**src/rtl/mem_port_arbiter.sv**
```systemverilog
// mem_port_arbiter: serialises instruction fetch and load/store requests onto the
// shared RAM port (MOV/MOC handshake), round-robin with a data burst lock and MOC timeout.
module mem_port_arbiter #(
  parameter int TIMEOUT = 16
) (
  input  logic        CLK,
  input  logic        RESET,
  input  logic        F_REQ,
  input  logic [31:0] F_ADDR,
  input  logic        D_REQ,
  input  logic        D_RW,
  input  logic [2:0]  D_MS,
  input  logic [31:0] D_ADDR,
  input  logic [31:0] D_WDATA,
  input  logic        D_LOCK,
  output logic        F_DONE,
  output logic        D_DONE,
  output logic        ERR,
  output logic [31:0] RDATA,
  output logic        BUSY,
  output logic        MOV,
  output logic        RW,
  output logic [2:0]  MS,
  output logic [31:0] M_ADDR,
  output logic [31:0] M_WDATA,
  input  logic [31:0] M_RDATA,
  input  logic        MOC
);

  localparam logic [2:0] MS_WORD     = 3'b010;
  localparam logic [8:0] TIMEOUT_LIM = 9'(TIMEOUT);

  typedef enum logic [1:0] {
    S_IDLE    = 2'd0,
    S_WAIT    = 2'd1,
    S_RELEASE = 2'd2
  } state_t;

  state_t      state, state_nxt;
  logic        owner_d, owner_d_nxt;
  logic        last_d, last_d_nxt;
  logic        locked, locked_nxt;
  logic [7:0]  cnt, cnt_nxt;
  logic        grant_d, timed_out;
  logic        mov_nxt, rw_nxt, busy_nxt;
  logic        f_done_nxt, d_done_nxt, err_nxt;
  logic [2:0]  ms_nxt;
  logic [31:0] addr_nxt, wdata_nxt, rdata_nxt;

  // A locked burst keeps the port for data; otherwise a tie goes to whoever did not own it last.
  assign grant_d   = D_REQ && (locked || !F_REQ || !last_d);
  assign timed_out = !MOC && (({1'b0, cnt} + 9'd1) == TIMEOUT_LIM);

  always_ff @(posedge CLK or posedge RESET) begin
    if (RESET) begin
      state   <= S_IDLE;
      owner_d <= 1'b0;
      last_d  <= 1'b1;
      locked  <= 1'b0;
      cnt     <= 8'd0;
      MOV     <= 1'b0;
      RW      <= 1'b0;
      MS      <= 3'b000;
      M_ADDR  <= 32'd0;
      M_WDATA <= 32'd0;
      RDATA   <= 32'd0;
      F_DONE  <= 1'b0;
      D_DONE  <= 1'b0;
      ERR     <= 1'b0;
      BUSY    <= 1'b0;
    end else begin
      state   <= state_nxt;
      owner_d <= owner_d_nxt;
      last_d  <= last_d_nxt;
      locked  <= locked_nxt;
      cnt     <= cnt_nxt;
      MOV     <= mov_nxt;
      RW      <= rw_nxt;
      MS      <= ms_nxt;
      M_ADDR  <= addr_nxt;
      M_WDATA <= wdata_nxt;
      RDATA   <= rdata_nxt;
      F_DONE  <= f_done_nxt;
      D_DONE  <= d_done_nxt;
      ERR     <= err_nxt;
      BUSY    <= busy_nxt;
    end
  end

  always_comb begin
    state_nxt = state;
    case (state)
      S_IDLE:    if (F_REQ || D_REQ) state_nxt = S_WAIT;
      S_WAIT:    if (MOC || timed_out) state_nxt = S_RELEASE;
      S_RELEASE: if (!MOC) state_nxt = S_IDLE;
      default:   state_nxt = S_IDLE;
    endcase
  end

  always_comb begin
    owner_d_nxt = owner_d;
    last_d_nxt  = last_d;
    locked_nxt  = locked;
    cnt_nxt     = cnt;
    mov_nxt     = MOV;
    rw_nxt      = RW;
    ms_nxt      = MS;
    addr_nxt    = M_ADDR;
    wdata_nxt   = M_WDATA;
    rdata_nxt   = RDATA;
    f_done_nxt  = 1'b0;
    d_done_nxt  = 1'b0;
    err_nxt     = 1'b0;
    busy_nxt    = (state_nxt != S_IDLE);
    case (state)
      S_IDLE: begin
        if (F_REQ || D_REQ) begin
          owner_d_nxt = grant_d;
          mov_nxt     = 1'b1;
          cnt_nxt     = 8'd0;
          if (grant_d) begin
            rw_nxt     = D_RW;
            ms_nxt     = D_MS;
            addr_nxt   = D_ADDR;
            wdata_nxt  = D_WDATA;
            locked_nxt = D_LOCK;
          end else begin
            rw_nxt     = 1'b0;
            ms_nxt     = MS_WORD;
            addr_nxt   = F_ADDR;
            locked_nxt = 1'b0;
          end
        end
      end
      S_WAIT: begin
        cnt_nxt = cnt + 8'd1;
        // MOC takes priority over a timeout landing on the same edge.
        if (MOC) begin
          if (!RW) rdata_nxt = M_RDATA;
          mov_nxt    = 1'b0;
          f_done_nxt = !owner_d;
          d_done_nxt = owner_d;
          last_d_nxt = owner_d;
        end else if (timed_out) begin
          mov_nxt    = 1'b0;
          f_done_nxt = !owner_d;
          d_done_nxt = owner_d;
          err_nxt    = 1'b1;
          last_d_nxt = owner_d;
          locked_nxt = 1'b0;
        end
      end
      default: ;
    endcase
  end

endmodule

```
**config.mk**
```make
export PLATFORM = sky130hd
export DESIGN_NAME = mem_port_arbiter
export DESIGN_NICKNAME = d
export VERILOG_FILES = /design/src/rtl/mem_port_arbiter.sv
export SDC_FILE = /design/constraint.sdc
export NUM_CORES = 1
export LEC_CHECK = 0
export CORE_MARGIN = 2
export CORE_UTILIZATION = 44
export CTS_CLUSTER_DIAMETER = 150
export DETAILED_ROUTE_END_ITERATION = 7
export GPL_TIMING_DRIVEN = 0
export PLACE_DENSITY = 0.86
export RECOVER_POWER = 100
export REMOVE_ABC_BUFFERS = 1
export SLEW_MARGIN = 20
export SYNTH_ARGS = -nofsm -noshare
export SYNTH_HDL_FRONTEND = slang
export SYNTH_SLANG_ARGS = --single-unit
```
**constraint.sdc**
```tcl
create_clock -name CLK -period 7.3 [get_ports CLK]
set_input_delay 1.095 -clock CLK [delete_from_list [all_inputs] [get_ports CLK]]
set_output_delay 1.095 -clock CLK [all_outputs]
set_load 0.02 [all_outputs]
```
==> impl_metrics.toml, run 1 <==
# implementation run metrics
[outcome]
status = "complete, but fails checks"
violations = "capacitance limit, slew limit"

[final_timing]
hold_violations = 0
fmax_ghz = 0.225
report.final.slew_viol_count = 87
fin_crit_ns = 4.44
finalClockSkew_ns = 0.00716
setup_viol = 0

[global_route]
grtUsageMet2 = 0.407
grt.busiest_layer = "met2"
grt_pass1_wl_um = 21100
grt_use_met1 = 0.258
track_usage = 0.231
antenna_found_initial = 0

[synth]
synth.area.top_cells = "dfrtp_1 (59%), nand2_1 (11%), mux2_2 (7.3%), mux2i_1 (6.7%), o21ai_0 (5.3%)"
yosysWarnings = 0
synthFlopType = "dfrtp_1"
synthCells = 462
postSynthSeqShare = 0.596
synth_flops = 118
ys_top_cells_by_count = "nand2_1 (148), dfrtp_1 (117), o21ai_0 (53)"
ys_area_um2 = 4960

[clock_tree]
root_buffer = "clkbuf_16"
tritoncts = "done"
clkTransAtPathRegs_ns = 0.05
clock_sink_count = 118
cts.htree.levels = 4

[worst_setup_path]
end_kind = "register"
worstSetupPathType = "in -> reg"
r2r_cells = 6

[route]
drt.antenna.violating_nets = 0
drc = 0
drt_iter0_drc = 168
num_vias = 4308

[pwr]
combPwrFrac = 0.442
p_sw_uw = 1320
vdd_drop_max_uv = 261
power.density_nw_per_um2 = 428
p_sw_frac = 0.381

[run]
maxCapViolCount = 2

[placement]
dp_hpwl_um = 10300
dpl.cell_count = 828
port_buffers = 242

[worst_hold_path]
worstHoldPathCells = 2

[finish]
n_antenna_cell = 0
nNetsFinal = 847
synthToLayoutAreaGrowth_pct = 63.2
## run 1: state kept, by name, indices dropped and copies added, names as in the netlist, 2 cells and up
signal,flops
MS,3
RDATA,32
M_WDATA,32
state,2
cnt,8
M_ADDR,32
## run 1: area by class of cell
| cell class | instances | area (um2) |
|---|---|---|
| sequential | 118 | 2950 |
| fill | 750 | 2840 |
| timing repair buffer | 252 | 2530 |
| multi-input combinational | 316 | 1850 |
| clock buffer | 18 | 429 |
| tap | 140 | 175 |
| clock inverter | 14 | 151 |
| inverter | 2 | 8.76 |
## run 1: worst paths after layout
kind,startpoint,end,slack (ns)
hold reg to reg,M_WDATA[15]$_DFFE_PP0P_,M_WDATA[15]$_DFFE_PP0P_,0.47
max in group asynchronous,RESET,M_ADDR[2]$_DFFE_PP0P_,4.24
setup reg to reg,last_d$_DFFE_PP1P_,M_WDATA[18]$_DFFE_PP0P_,4.07
min in group asynchronous,RESET,RDATA[14]$_DFFE_PP0P_,1.89
hold / removal,M_WDATA[15]$_DFFE_PP0P_,M_WDATA[15]$_DFFE_PP0P_,0.47
setup / recovery,F_REQ,M_ADDR[17]$_DFFE_PP0P_,2.86
## run 1: cell usage in the layout (no fill, tap or decap), drive strengths merged, types with 3 or more instances in the layout
cell,n
mux2,32
clkdlybuf4s50,133
inv,5
and3,5
nor2b,3
clkbuf,23
clkinv,3
mux2i,33
nor3,4
clkinvlp,6
o21ai,54
buf,5
nand2,148
nor2,8
a31oi,4
dfrtp,117
dlygate4sd3,109
## run 1: logic make-up after synthesis
logic type,count (synthesis),synth area share
simple gates,178,0.147
flops,118,0.596
compound gates,69,0.0792
mux,65,0.139
buf+inv,28,0.0300
xor+xnor,2,0.00353
fa+ha+maj,2,0.00505
## run 1: power by group through the flow
stage / sequential [uW] / clock [uW] / combinational [uW]
final: 1120 / 812 / 1530
after global routing: 1160 / 855 / 1650
after CTS: 1140 / 822 / 1680
after detailed placement: 1140 / 0 / 1660
after global placement: 1110 / 0 / 1600
after floorplan: 1460 / 0 / 493
## run 1: worst max-delay path: stages
cell and delay, ns:
dlygate4sd3_1 0.59, o21ai_0 1.93, clkbuf_1 0.73, buf_8 0.24, o21ai_0 0.11
## run 1: through the flow
step                      TNS [ns]  cell area, um2  setup WS (ns)  hold slack, ns
final                            0            8090           2.86           0.467
after global routing             0            8090           2.48           0.495
after CTS                        0            8180           4.24           0.476
after detailed placement         0            7600           3.83           0.462
after global placement      -83.80            7410          -2.70           0.459
after floorplan                  0            4820          0.439           0.445
## run 1: per-layer routing
| layer | vias up | share of wire |
|---|---|---|
| li1 | 2048 | - |
| met5 | - | 0 |
| met3 | 19 | 0.081 |
| met2 | 168 | 0.53 |
| met4 | 0 | 0.017 |
| met1 | 2073 | 0.37 |
==> run_1/sizes.png <==
Bar = 20 um.
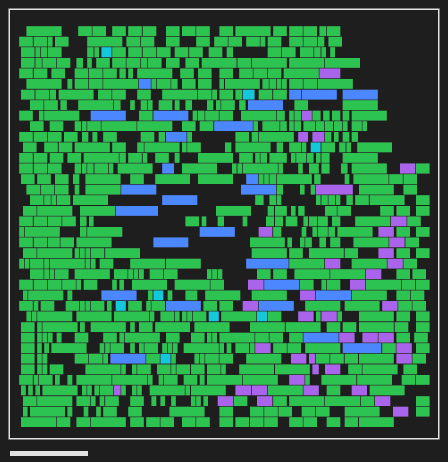
color	size	cells	share
green	_0 and _1 cells	645	90%
cyan	_3 and _4 cells	8	1.1%
blue	_6 and larger	26	3.6%
purple	_2 cells	41	5.7%

==> run_1/clk_routes.png <==
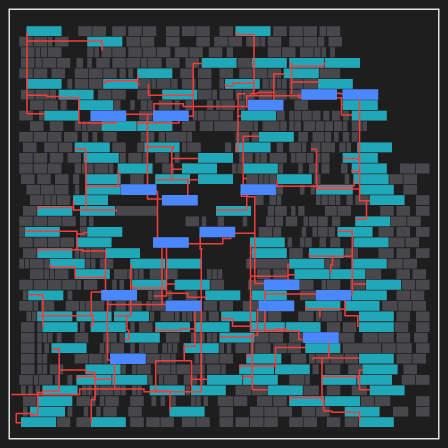
[blue] clock drivers | count: 17
[red] clock wires | length: 1,440 um
[cyan] flip-flops | count: 118
flops lie	all over the die
routed clock nets	18

==> run_1/placement.png <==
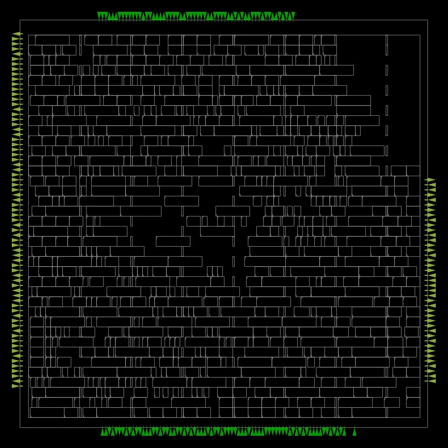
sequential cell area share: 0.365
Layout Cells excl Fill: 860
Util after Layout: 0.740
Flops: 118
core area: 10,900 um2

==> run_1/flops_by_reg.png <==
Bar = 20 um. Other sequential cells in the stronger gray, the rest of the logic in the fainter gray.
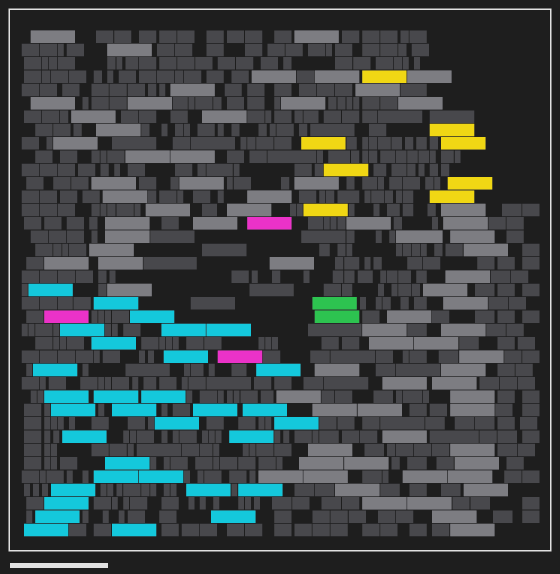

==> run 1 -> run 2 <==
CORE_UTILIZATION = 37   (was 44)
PLACE_DENSITY = 0.77   (was 0.86)
clock period = 3.75 ns   (was 7.3 ns; I/O delays follow)
==> run_2/flops_by_reg.png <==
Bar = 20 um. Other sequential cells in the stronger gray, the rest of the logic in the fainter gray.
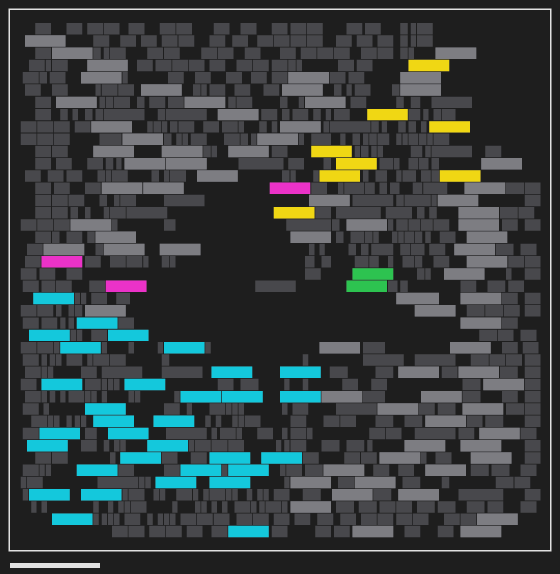
color	name in the netlist	placed flops
yellow	`cnt`	8
cyan	`M_WDATA`	32
magenta	`MS`	3
green	`state`	2
Util after Layout: 0.617
Flop area: 2950 um2
sequential cell area share: 0.363
sequential power: 2180 uW

==> impl_metrics.toml, run 2 <==
# implementation run metrics
[outcome]
status = "complete, but fails checks"
violations = "capacitance limit, slew limit"

[final_timing]
hold_ws_ns = 0.467
final.setup.tns_ns = 0
hold_violations = 0
fmax_ghz = 0.337
finalClockSkew_ns = 0.00736
report.final.slew_viol_count = 53
fin_crit_ns = 2.97
setup_viol = 0

[worst_setup_path]
worstSetupPathType = "reg -> reg"
critPathMaxFanout = 15
end_kind = "register"
r2r_cells = 5

[finish]
fin_cells = 893
fill_cells = 1088
mostFrequentLayoutCells = "nand2_1 (148), clkdlybuf4s50_1 (134), dfrtp_1 (117), dlygate4sd3_1 (108), o21ai_0 (52)"
n_antenna_cell = 0
nNetsFinal = 847
stdcell_area_um2 = 8140
reg_top3 = "M_ADDR x32, M_WDATA x32, RDATA x32"
synthToLayoutAreaGrowth_pct = 64.1
layout_top_cell = "nand2_1"

[global_route]
antenna_found_initial = 0
track_usage = 0.193
grt_pass1_wl_um = 21600

[clock_tree]
tritoncts = "done"
clkTransAtPathRegs_ns = 0.05
cts.htree.levels = 4
clock_sink_count = 118

[pwr]
p_sw_uw = 2470
p_sw_frac = 0.374
vdd_drop_max_uv = 423
combPwrFrac = 0.456
power.density_nw_per_um2 = 812

[synth]
synthFlopType = "dfrtp_1"
synthCells = 462
ys_top_cells_by_count = "nand2_1 (148), dfrtp_1 (117), o21ai_0 (53)"
synth.area.top_cells = "dfrtp_1 (59%), nand2_1 (11%), mux2_2 (7.3%), mux2i_1 (6.7%), o21ai_0 (5.3%)"
synth_flops = 118
ys_area_um2 = 4960
postSynthSeqShare = 0.596

[placement]
port_buffers = 242
dpl.cell_count = 864
dpl-instance-area_um2 = 7660

[run]
maxCapViolCount = 1

[route]
num_vias = 4205
drc = 0
run 2: cell types whose count changed in the layout (fill, tap and decap cells not counted), sizes merged:
cell and change:
buf +1, bufinv -2, clkbuf +6, clkdlybuf4s50 +1, clkinvlp -4, dlygate4sd3 -1, inv -4
run 2: cell type report:
| type | instances | area, um2 | share of cell area |
|---|---|---|---|
| clock buffers | 25 | 495 | 0.0609 |
| clock inverters | 4 | 22.5 | 0.00277 |
| inverters | 2 | 8.76 | 0.00108 |
| multi-input cells | 316 | 1870 | 0.230 |
| flip-flops and latches | 118 | 2950 | 0.363 |
| well taps | 176 | 220 | 0.0271 |
| repair buffers | 252 | 2570 | 0.315 |
run 2: path summary, 6_finish.rpt:
kind                                         start                 endpoint  slack (ns)
min in group asynchronous                    RESET    RDATA[12]$_DFFE_PP0P_        1.26
setup reg to reg                state[1]$_DFF_PP0_    RDATA[14]$_DFFE_PP0P_        0.78
setup / recovery                state[1]$_DFF_PP0_    RDATA[14]$_DFFE_PP0P_        0.78
max in group asynchronous                    RESET   M_ADDR[11]$_DFFE_PP0P_        1.41
hold reg to reg            M_WDATA[25]$_DFFE_PP0P_  M_WDATA[25]$_DFFE_PP0P_        0.47
hold / removal             M_WDATA[25]$_DFFE_PP0P_  M_WDATA[25]$_DFFE_PP0P_        0.47
run 2: cell families after synthesis:
kind of cell | count (synthesis) | share of synthesized area
AND-OR/OR-AND | 69 | 0.0792
XOR/XNOR | 2 | 0.00353
adder cells (fa/ha/maj) | 2 | 0.00505
buffers and inverters | 28 | 0.0300
flip-flops | 118 | 0.596
multiplexers | 65 | 0.139
AND/OR/NAND/NOR | 178 | 0.147
run 2: routing by layer:
metal  GRT usage  vias up  part of all wire  wire length [um]
met5           0        -                 0                 0
met4      0.0684        0             0.017               223
met3      0.0699       20             0.076              1020
met2       0.325      157              0.51              6870
met1       0.227     1982              0.40              5380
li1            -     2046                 -                 -
run 2: power groups by stage:
stage / sequential (uW) / combinational [uW] / clock (uW)
after global routing: 2250 / 3250 / 1520
after CTS: 2210 / 3270 / 1450
after floorplan: 2850 / 959 / 0
after detailed placement: 2220 / 3260 / 0
final: 2180 / 3010 / 1420
after global placement: 2170 / 3150 / 0
run 2: per-stage QoR:
step,utilization,worst slack [ns]
3_3_place_gp,0.566,-5.79
4_1_cts,0.620,0.992
2_1_floorplan,-,-2.58
5_1_grt,0.617,0.594
6_report,0.617,0.780
3_5_place_dp,0.580,0.531
run 2: worst max-delay path, stage by stage, from the launching register on:
cell,delay [ns]
dfrtp_1,0.44
nand2b_1,0.42
nor3_1,0.65
clkbuf_1,0.44
clkbuf_1,0.49
mux2_2,0.40
==> run_2/metal_density.png <==
The die is cut into 24 by 24 equal tiles; dark blue is low, red is high, scaled to the fullest tile. Values are wire area over tile area, all layers added.
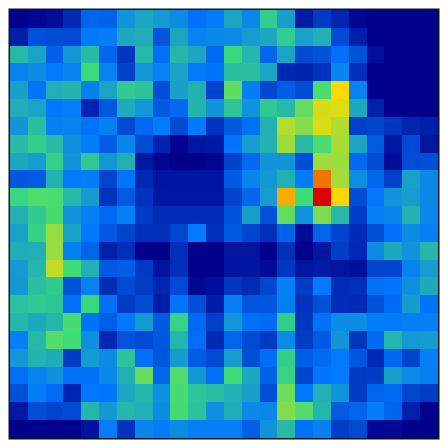

==> run 2 -> run 3 <==
clock period = 2.5 ns   (was 3.75 ns; I/O delays follow)
==> run_3/metal_density.png <==
The die is cut into 24 by 24 equal tiles; dark blue is low, red is high, scaled to the fullest tile. Values are wire area over tile area, all layers added.
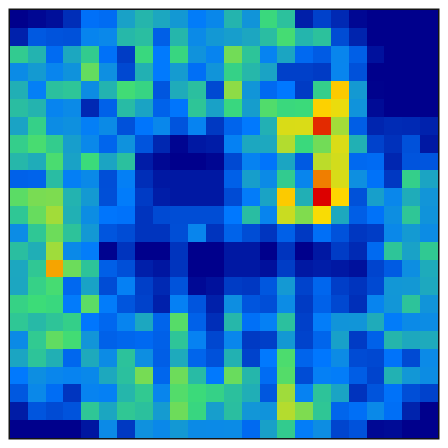
tiles over half the peak	9.0%
fullest tile	0.55
emptiest ninth of the die	middle
mean over tiles	0.15
nearly empty tiles	8.3%

==> impl_metrics.toml, run 3 <==
# implementation run metrics
[outcome]
status = "finished, final reports clean"

[final_timing]
report.final.slew_viol_count = 0
hold_violations = 0
finalClockSkew_ns = 0.00711
fin_crit_ns = 2.26
setup_viol = 0
finalCritPeriodShare = 0.905
slew_headroom = 0.243
final.setup.tns_ns = 0
tightest_slew_ns = 1.13
fmax_ghz = 0.442
rsz0062_at_grt = "false"
worst_slack_ns = 0.238

[clock_tree]
clkTransAtPathRegs_ns = 0.05
hold_buffers = 0
cts_resized = 1
clockBufferDepth = 2
clkLatencyLatePin_ns = 0.41
cts_setup_buffers = 0
cts.htree.levels = 4
tritoncts = "done"
clock_sink_count = 118

[placement]
globalplace.congestion = 0.801
dpl-instance-area_um2 = 7660
pre_cts_ws_ns = -0.531
port_buffers = 242

[synth]
yosysWarnings = 0
ys_top_cells_by_count = "nand2_1 (148), dfrtp_1 (117), o21ai_0 (53)"
synth_flops = 118
yosysTopAreaCell = "dfrtp_1"
synth_area_per_cell_um2 = 10.7
postSynthSeqShare = 0.596
ys_area_um2 = 4960
synth-edff-count = 0
synth.area.top_cells = "dfrtp_1 (59%), nand2_1 (11%), mux2_2 (7.3%), mux2i_1 (6.7%), o21ai_0 (5.3%)"
synthFlopType = "dfrtp_1"
synthCells = 462
synth.distinct_cells = 39

[finish]
layout_top_cell = "nand2_1"
n_antenna_cell = 0
nNetsFinal = 847
ff_latch_area_um2 = 2950
fill_cells = 1084
logic_area_um2 = 1880
reg_top3 = "M_ADDR x32, M_WDATA x32, RDATA x32"
mostFrequentLayoutCells = "nand2_1 (148), clkdlybuf4s50_1 (136), dfrtp_1 (117), dlygate4sd3_1 (106), o21ai_0 (52)"
synthToLayoutAreaGrowth_pct = 64.5
stdcell_area_um2 = 8160

[run]
maxCapViolCount = 0
warnings = 26

[worst_setup_path]
end_kind = "register"
critical_path_arrival_ns = 2.56
critPathMaxFanout = 17
worstSetupPathType = "in -> reg"
required_ns = 2.79
critPathLaunchType = "input port"

[route]
wl_per_cell_um = 15.0
drt.antenna.violating_nets = 0
drt_iter0_drc = 179
num_vias = 4222
drt-pass1-iter-count = 4
wirelength_um = 13400
drc = 0

[pwr]
p_leak_uw = 0.00376
power.density_nw_per_um2 = 1220
vdd_drop_max_uv = 636

[global_route]
track_usage = 0.193
grt_overflow = 0
grt_pass1_wl_um = 21600
grt_max_degree = 67
antenna_found_initial = 0

[floorplanning]
fp_util = 0.376
rows = 42
chip_area_um2 = 14300
io_pins = 243
## run 3: cell counts after synthesis
Identical to the previous run, type by type.
## run 3: worst paths after layout
| path | endpoint | startpoint | slack [ns] | cells past startpoint |
|---|---|---|---|---|
| min in group asynchronous | RDATA[25]$_DFFE_PP0P_ | RESET | 0.73 | 2 |
| min | M_WDATA[25]$_DFFE_PP0P_ | M_WDATA[25]$_DFFE_PP0P_ | 0.47 | 2 |
| max | MS[0]$_DFFE_PP0P_ | F_REQ | 0.24 | 8 |
| max in group asynchronous | M_ADDR[29]$_DFFE_PP0P_ | RESET | 0.93 | 3 |
| max reg2reg | RDATA[14]$_DFFE_PP0P_ | state[1]$_DFF_PP0_ | 0.25 | 5 |
| min reg2reg | M_WDATA[25]$_DFFE_PP0P_ | M_WDATA[25]$_DFFE_PP0P_ | 0.47 | 2 |
## run 3: per-layer routing
metal  routed length (um)  global-route usage
met1                 5280               0.227
met2                 6860               0.325
met3                 1060              0.0699
met4                  223              0.0684
met5                    0                   0
## run 3: critical path, cell delays in order
cell	delay, ns
clkdlybuf4s50_1	0.57
nand2_1	0.12
o21ai_4	0.57
nor3_2	0.10
clkbuf_2	0.26
buf_6	0.21
buf_4	0.16
a22o_1	0.18
## run 3: final cells by class
type,count,share of cell area
sequential,118,0.362
timing repair buffer,252,0.316
multi-input combinational,316,0.230
clock buffer,25,0.0607
tap,176,0.0270
clock inverter,4,0.00276
inverter,2,0.00138
## run 3: report_power, final
| group | switching [uW] | internal (uW) | total, uW |
|---|---|---|---|
| registers | 464 | 2800 | 3260 |
| clock network | 779 | 1350 | 2120 |
| logic | 2460 | 2070 | 4530 |
| total | 3710 | 6210 | 9920 |
## run 3: metrics by stage
step                      cells   util  hold WS (ns)  power, uW
after floorplan             436      -         0.445       5710
after detailed placement    864  0.580         0.463       8210
final                       893  0.618         0.467       9920
after global placement      854  0.566         0.460       7980
after global routing        893  0.618         0.494      10500
after CTS                   893  0.620         0.401      10400
## run 3: logic make-up (layout without fill, tap and decap cells)
| family | Yosys count | count (layout) | synth area share |
|---|---|---|---|
| compound gates | 69 | 69 | 0.0792 |
| mux | 65 | 65 | 0.139 |
| simple gates | 178 | 178 | 0.147 |
| buf+inv | 28 | 283 | 0.0300 |
| fa+ha+maj | 2 | 2 | 0.00505 |
| flops | 118 | 118 | 0.596 |
| xor+xnor | 2 | 2 | 0.00353 |
Power figures rest on the tool's default switching activity, not on a simulated workload.
